[src/rtl/log_corr_pkg.sv]
// Shared types and the log-to-linear helper for the log-domain correlator array.
package log_corr_pkg;

    localparam int LC_INT_W  = 5;
    localparam int LC_FRAC_W = 27;

    typedef struct packed {
        logic                           zero;
        logic                           sign;
        logic [LC_INT_W+LC_FRAC_W-1:0]  lg;
    } log_word_t;

    typedef enum logic [1:0] {
        ST_IDLE = 2'd0,
        ST_LOAD = 2'd1,
        ST_RUN  = 2'd2
    } lc_state_e;

    // lsum carries the raw log sum (one carry bit above int_w integer bits);
    // returns 2^int with the fraction truncated below it, clamped to the accumulator max.
    function automatic logic [31:0] ilog2(input logic [63:0] lsum, input int int_w,
                                          input int frac_w, input int acc_w);
        logic [63:0] ipart;
        logic [63:0] frac;
        logic [63:0] mant;
        logic [31:0] res;
        ipart = lsum >> frac_w;
        frac  = lsum & ((64'd1 << frac_w) - 64'd1);
        if (((ipart >> int_w) != 64'd0) || (ipart > 64'(acc_w - 2))) begin
            res = (32'd1 << (acc_w - 1)) - 32'd1;
        end else begin
            mant = (64'd1 << frac_w) | frac;
            mant = (mant << ipart) >> frac_w;
            res  = mant[31:0];
        end
        return res;
    endfunction

endpackage

[src/rtl/log_corr_pe.sv]
// One correlator tap: descriptor register, log-domain product and accumulator stage.
// Define LOG_CORR_SAT_EN to saturate the accumulator addition instead of wrapping.
module log_corr_pe
    import log_corr_pkg::*;
#(
    parameter int INT_W  = 5,
    parameter int FRAC_W = 27,
    parameter int ACC_W  = 16,
    localparam int LW    = INT_W + FRAC_W + 2
) (
    input  logic                    clk,
    input  logic                    rst,
    input  logic                    tap_we,
    input  logic [LW-1:0]           tap_in,
    input  logic                    en,
    input  logic                    clr,
    input  logic [LW-1:0]           x_in,
    input  logic signed [ACC_W-1:0] acc_in,
    output logic signed [ACC_W-1:0] acc_out
);

    localparam int LOG_W = INT_W + FRAC_W;

    logic [LW-1:0]           tap_r;
    logic [LOG_W:0]          lsum_s;
    logic [31:0]             mag_s;
    logic signed [ACC_W-1:0] prod_s;
    logic signed [ACC_W:0]   wide_s;
    logic signed [ACC_W-1:0] sum_s;

    // Product of tap and broadcast sample
    always_comb begin
        lsum_s = {1'b0, tap_r[LOG_W-1:0]} + {1'b0, x_in[LOG_W-1:0]};
        mag_s  = ilog2(64'(lsum_s), INT_W, FRAC_W, ACC_W);
        if (tap_r[LW-1] || x_in[LW-1]) begin
            prod_s = {ACC_W{1'b0}};
        end else if (tap_r[LW-2] ^ x_in[LW-2]) begin
            prod_s = -$signed(mag_s[ACC_W-1:0]);
        end else begin
            prod_s = $signed(mag_s[ACC_W-1:0]);
        end
    end

    // Accumulate the incoming partial sum with this tap's product
    always_comb begin
        wide_s = {acc_in[ACC_W-1], acc_in} + {prod_s[ACC_W-1], prod_s};
`ifdef LOG_CORR_SAT_EN
        if (wide_s[ACC_W] != wide_s[ACC_W-1]) begin
            sum_s = wide_s[ACC_W] ? {1'b1, {(ACC_W-1){1'b0}}} : {1'b0, {(ACC_W-1){1'b1}}};
        end else begin
            sum_s = wide_s[ACC_W-1:0];
        end
`else
        sum_s = wide_s[ACC_W-1:0];
`endif
    end

    // Tap storage
    always_ff @(posedge clk or posedge rst) begin
        if (rst) begin
            tap_r <= {LW{1'b0}};
        end else if (tap_we) begin
            tap_r <= tap_in;
        end
    end

    // Partial-sum register; holds on stall
    always_ff @(posedge clk or posedge rst) begin
        if (rst) begin
            acc_out <= {ACC_W{1'b0}};
        end else if (clr) begin
            acc_out <= {ACC_W{1'b0}};
        end else if (en) begin
            acc_out <= sum_s;
        end
    end

endmodule

[src/rtl/log_corr_array.sv]
// Transposed-form log-domain correlator: loads NUM_PE descriptor taps, then streams a window.
// Accumulator behaviour is selected by LOG_CORR_SAT_EN (saturate) or its absence (wrap).
module log_corr_array
    import log_corr_pkg::*;
#(
    parameter int NUM_PE = 16,
    parameter int INT_W  = 5,
    parameter int FRAC_W = 27,
    parameter int ACC_W  = 16,
    localparam int LW    = INT_W + FRAC_W + 2
) (
    input  logic                    clk,
    input  logic                    rst,
    input  logic                    restart,
    input  logic                    desc_valid,
    output logic                    desc_ready,
    input  logic [LW-1:0]           desc_in,
    input  logic                    win_valid,
    output logic                    win_ready,
    input  logic [LW-1:0]           win_in,
    output logic                    acc_valid,
    output logic signed [ACC_W-1:0] acc_out,
    output logic                    busy
);

    localparam int CNT_W = $clog2(NUM_PE + 1);

    lc_state_e               state_r;
    lc_state_e               state_nx;
    logic [CNT_W-1:0]        desc_cnt_r;
    logic [CNT_W-1:0]        fill_cnt_r;
    logic                    acc_valid_r;
    logic                    desc_fire_s;
    logic                    desc_last_s;
    logic                    win_fire_s;
    logic                    clr_s;
    logic signed [ACC_W-1:0] chain_s [NUM_PE+1];

    assign desc_fire_s = desc_valid && desc_ready;
    assign desc_last_s = desc_fire_s && (desc_cnt_r == CNT_W'(NUM_PE - 1));
    assign clr_s       = restart && (state_r == ST_RUN);
    assign win_fire_s  = win_valid && (state_r == ST_RUN) && !restart;

    // State register
    always_ff @(posedge clk or posedge rst) begin
        if (rst) begin
            state_r <= ST_IDLE;
        end else begin
            state_r <= state_nx;
        end
    end

    // Next-state logic
    always_comb begin
        state_nx = state_r;
        case (state_r)
            ST_IDLE, ST_LOAD: begin
                if (desc_last_s) begin
                    state_nx = ST_RUN;
                end else if (desc_fire_s) begin
                    state_nx = ST_LOAD;
                end else begin
                    state_nx = state_r;
                end
            end
            ST_RUN: begin
                if (restart) begin
                    state_nx = ST_IDLE;
                end else begin
                    state_nx = ST_RUN;
                end
            end
            default: state_nx = ST_IDLE;
        endcase
    end

    // State-decoded handshake outputs
    always_comb begin
        desc_ready = 1'b0;
        win_ready  = 1'b0;
        busy       = 1'b0;
        case (state_r)
            ST_IDLE: desc_ready = 1'b1;
            ST_LOAD: begin
                desc_ready = 1'b1;
                busy       = 1'b1;
            end
            ST_RUN: begin
                win_ready = 1'b1;
                busy      = 1'b1;
            end
            default: desc_ready = 1'b0;
        endcase
    end

    // Descriptor write pointer; wraps to zero as RUN is entered
    always_ff @(posedge clk or posedge rst) begin
        if (rst) begin
            desc_cnt_r <= {CNT_W{1'b0}};
        end else if (desc_last_s) begin
            desc_cnt_r <= {CNT_W{1'b0}};
        end else if (desc_fire_s) begin
            desc_cnt_r <= desc_cnt_r + CNT_W'(1);
        end
    end

    // Pipeline fill tracking and result-valid pulse
    always_ff @(posedge clk or posedge rst) begin
        if (rst) begin
            fill_cnt_r  <= {CNT_W{1'b0}};
            acc_valid_r <= 1'b0;
        end else if (clr_s) begin
            fill_cnt_r  <= {CNT_W{1'b0}};
            acc_valid_r <= 1'b0;
        end else begin
            acc_valid_r <= win_fire_s && (fill_cnt_r == CNT_W'(NUM_PE - 1));
            if (win_fire_s && (fill_cnt_r < CNT_W'(NUM_PE - 1))) begin
                fill_cnt_r <= fill_cnt_r + CNT_W'(1);
            end
        end
    end

    assign chain_s[0] = {ACC_W{1'b0}};

    for (genvar k = 0; k < NUM_PE; k++) begin : g_pe
        log_corr_pe #(
            .INT_W  (INT_W),
            .FRAC_W (FRAC_W),
            .ACC_W  (ACC_W)
        ) u_pe (
            .clk     (clk),
            .rst     (rst),
            .tap_we  (desc_fire_s && (desc_cnt_r == CNT_W'(k))),
            .tap_in  (desc_in),
            .en      (win_fire_s),
            .clr     (clr_s),
            .x_in    (win_in),
            .acc_in  (chain_s[k]),
            .acc_out (chain_s[k+1])
        );
    end

    assign acc_out   = chain_s[NUM_PE];
    assign acc_valid = acc_valid_r;

endmodule

[config.mk]
export PLATFORM = sky130hd
export DESIGN_NAME = log_corr_array
export DESIGN_NICKNAME = d
export VERILOG_FILES = /design/src/rtl/log_corr_pkg.sv /design/src/rtl/log_corr_pe.sv /design/src/rtl/log_corr_array.sv
export SDC_FILE = /design/constraint.sdc
export NUM_CORES = 2
export LEC_CHECK = 0
export CAP_MARGIN = 5
export CORE_MARGIN = 4
export CORE_UTILIZATION = 55
export CTS_CLUSTER_SIZE = 40
export DETAILED_ROUTE_END_ITERATION = 8
export GPL_ROUTABILITY_DRIVEN = 0
export GPL_TIMING_DRIVEN = 0
export HOLD_SLACK_MARGIN = 0.1
export PLACE_DENSITY_LB_ADDON = 0.1
export REMOVE_ABC_BUFFERS = 1
export SKIP_CTS_REPAIR_TIMING = 1
export SYNTH_ARGS = -nofsm -noshare
export SYNTH_HDL_FRONTEND = slang
export SYNTH_SLANG_ARGS = --single-unit
[constraint.sdc]
create_clock -name clk -period 31.7 [get_ports clk]
set_input_delay 6.34 -clock clk [delete_from_list [all_inputs] [get_ports clk]]
set_output_delay 6.34 -clock clk [all_outputs]
set_load 0.02 [all_outputs]
==> metrics.cfg <==
[cells_and_area]
signal_buffers=220
layout-drive-gt1-share_pct=10.4
largest_reg_flops=544
seq_share_pct=20.2
comb_share_pct=69.1
lay_top_cells=1126 x nand2_1, 929 x a21oi_1, 896 x nor2_1, 813 x dfrtp_1, 763 x ha_1
syn_to_final_growth_pct=7.34
largest_cell_class=combinational gates
nets=12257
regArea_sq_um=20300
fin_cells=13723
lay_top_count=nand2_1
seq_cell_count=813
num-fill-cells=15238
clk_share_pct=3.40

[setup_path]
slowest_stage=nor2_2
slowest_delay_ns=0.90
crit_end=g_pe[9].u_pe.acc_out[15]
rrSetupSlack_ns=22.77
crit_start=win_in[19]
worstReg2RegEnd=g_pe[8].u_pe.acc_out[15]
cpMostUsedCell=a21oi_1

[placed_design]
dpl-instance-area_sq_um=97100
dp_hpwl_microns=253000
portBuffers=92
pre_cts_ws_ns=16.56

[min_path]
whs_endpoint=g_pe[15].u_pe.tap_r[33]
hold_depth=2
hp-start=g_pe[15].u_pe.tap_r[33]

[sta]
fin_crit_ns=14.67
skew_ns=0.0385
report.final.slew_viol_count=0
fmax_ghz=0.0682
worstMarginPinSlew_ns=1.34
post-route-period-util_pct=46.3

[yosys]
common_cells=1135 x nand2_1, 929 x a21oi_1, 901 x nor2_1
logic_family=AND-OR/OR-AND gates
ys.flops=813
yosys.area_share.simple_pct=18.8
fa_ha_area_share_pct=10.8
netlist_area_sq_um=93800
top_area_share_pct=21.7
synth_top_cell_by_count=nand2_1
ys_chip_area_sq_um=93800
syn_inst=11717
ys_seq_share_pct=21.7
area_leaders=dfrtp_1 22%, ha_1 10%, mux2_2 7.0%, a21oi_1 5.0%, xnor2_1 4.9%
yosysCellCount=11717
largest_area_cell=dfrtp_1

[cts]
clk_latency_ns=0.77
cts.sinks=813
cts_buffers=101

[global_route]
gr-total-overflow=0
antenna_found_initial=36
grt_util_all_layers_pct=36.2
grt_pass1_wl_microns=512000
grt_pass1_vias=87002

[route]
drtIter0Drc=11179
drc=10
avgRoutedWirePerCell_microns=24.5
first_pass_iters=9

[job]
drv_cap=0
warnings=78

[outcome]
status=complete, but fails checks
violations=design-rule violations

[floorplanning]
fp_util_pct=55.3
tapCellCount=2218
die-area_sq_um=177000
rows=151
die-height_microns=421

through the flow:
step | utilization (%) | setup TNS, ns
floorplan | - | 0
detailed placement | 57.3 | 0
global placement | 55.9 | -5863.25
CTS | 59.3 | 0
finish | 59.4 | 0
global route | 59.4 | 0
per-layer routing:
layer	share of wire, %	track usage [%]	vias to the layer above
met3	9.6	7.80	1195
met1	39	44.9	44434
met2	44	56.4	4910
li1	-	-	43116
met4	8.1	25.0	2
met5	0.0024	0	-
worst max-delay path, delay by kind of cell:
family	cells	cell delay [ns]
AOI/OAI and AO/OA	19	4.46
and+or+nand+nor	5	1.76
adders and majority gates	3	1.03
buffers and inverters	2	0.80
muxes	2	0.59
xor gates and xnor gates	1	0.22
==> images/met1.png <==
Bar = 100 microns.
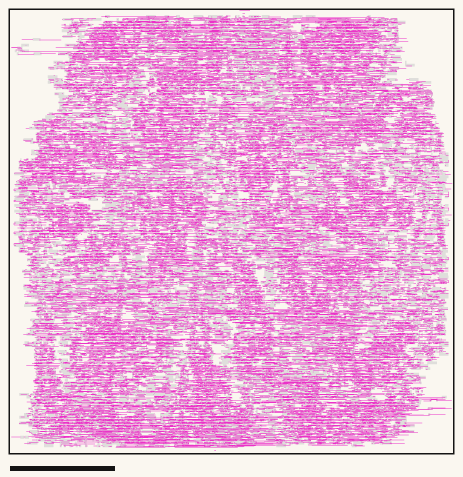
main direction	horizontal
wire length on this layer	130 mm
longest straight run	109 microns
nets with wire on the layer	11782
share of all routed wire	39%
routed vias: 93657
Global Route met1 Usage: 44.9%
WL final: 337000 microns

==> images/met2.png <==
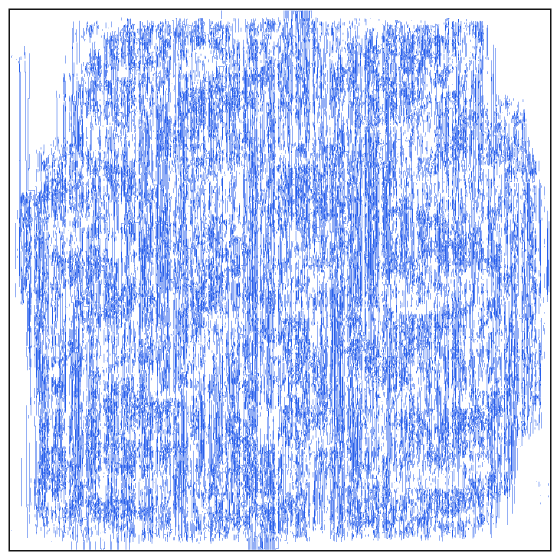
main direction	vertical
wire length on this layer	147 mm
longest straight run	128 microns

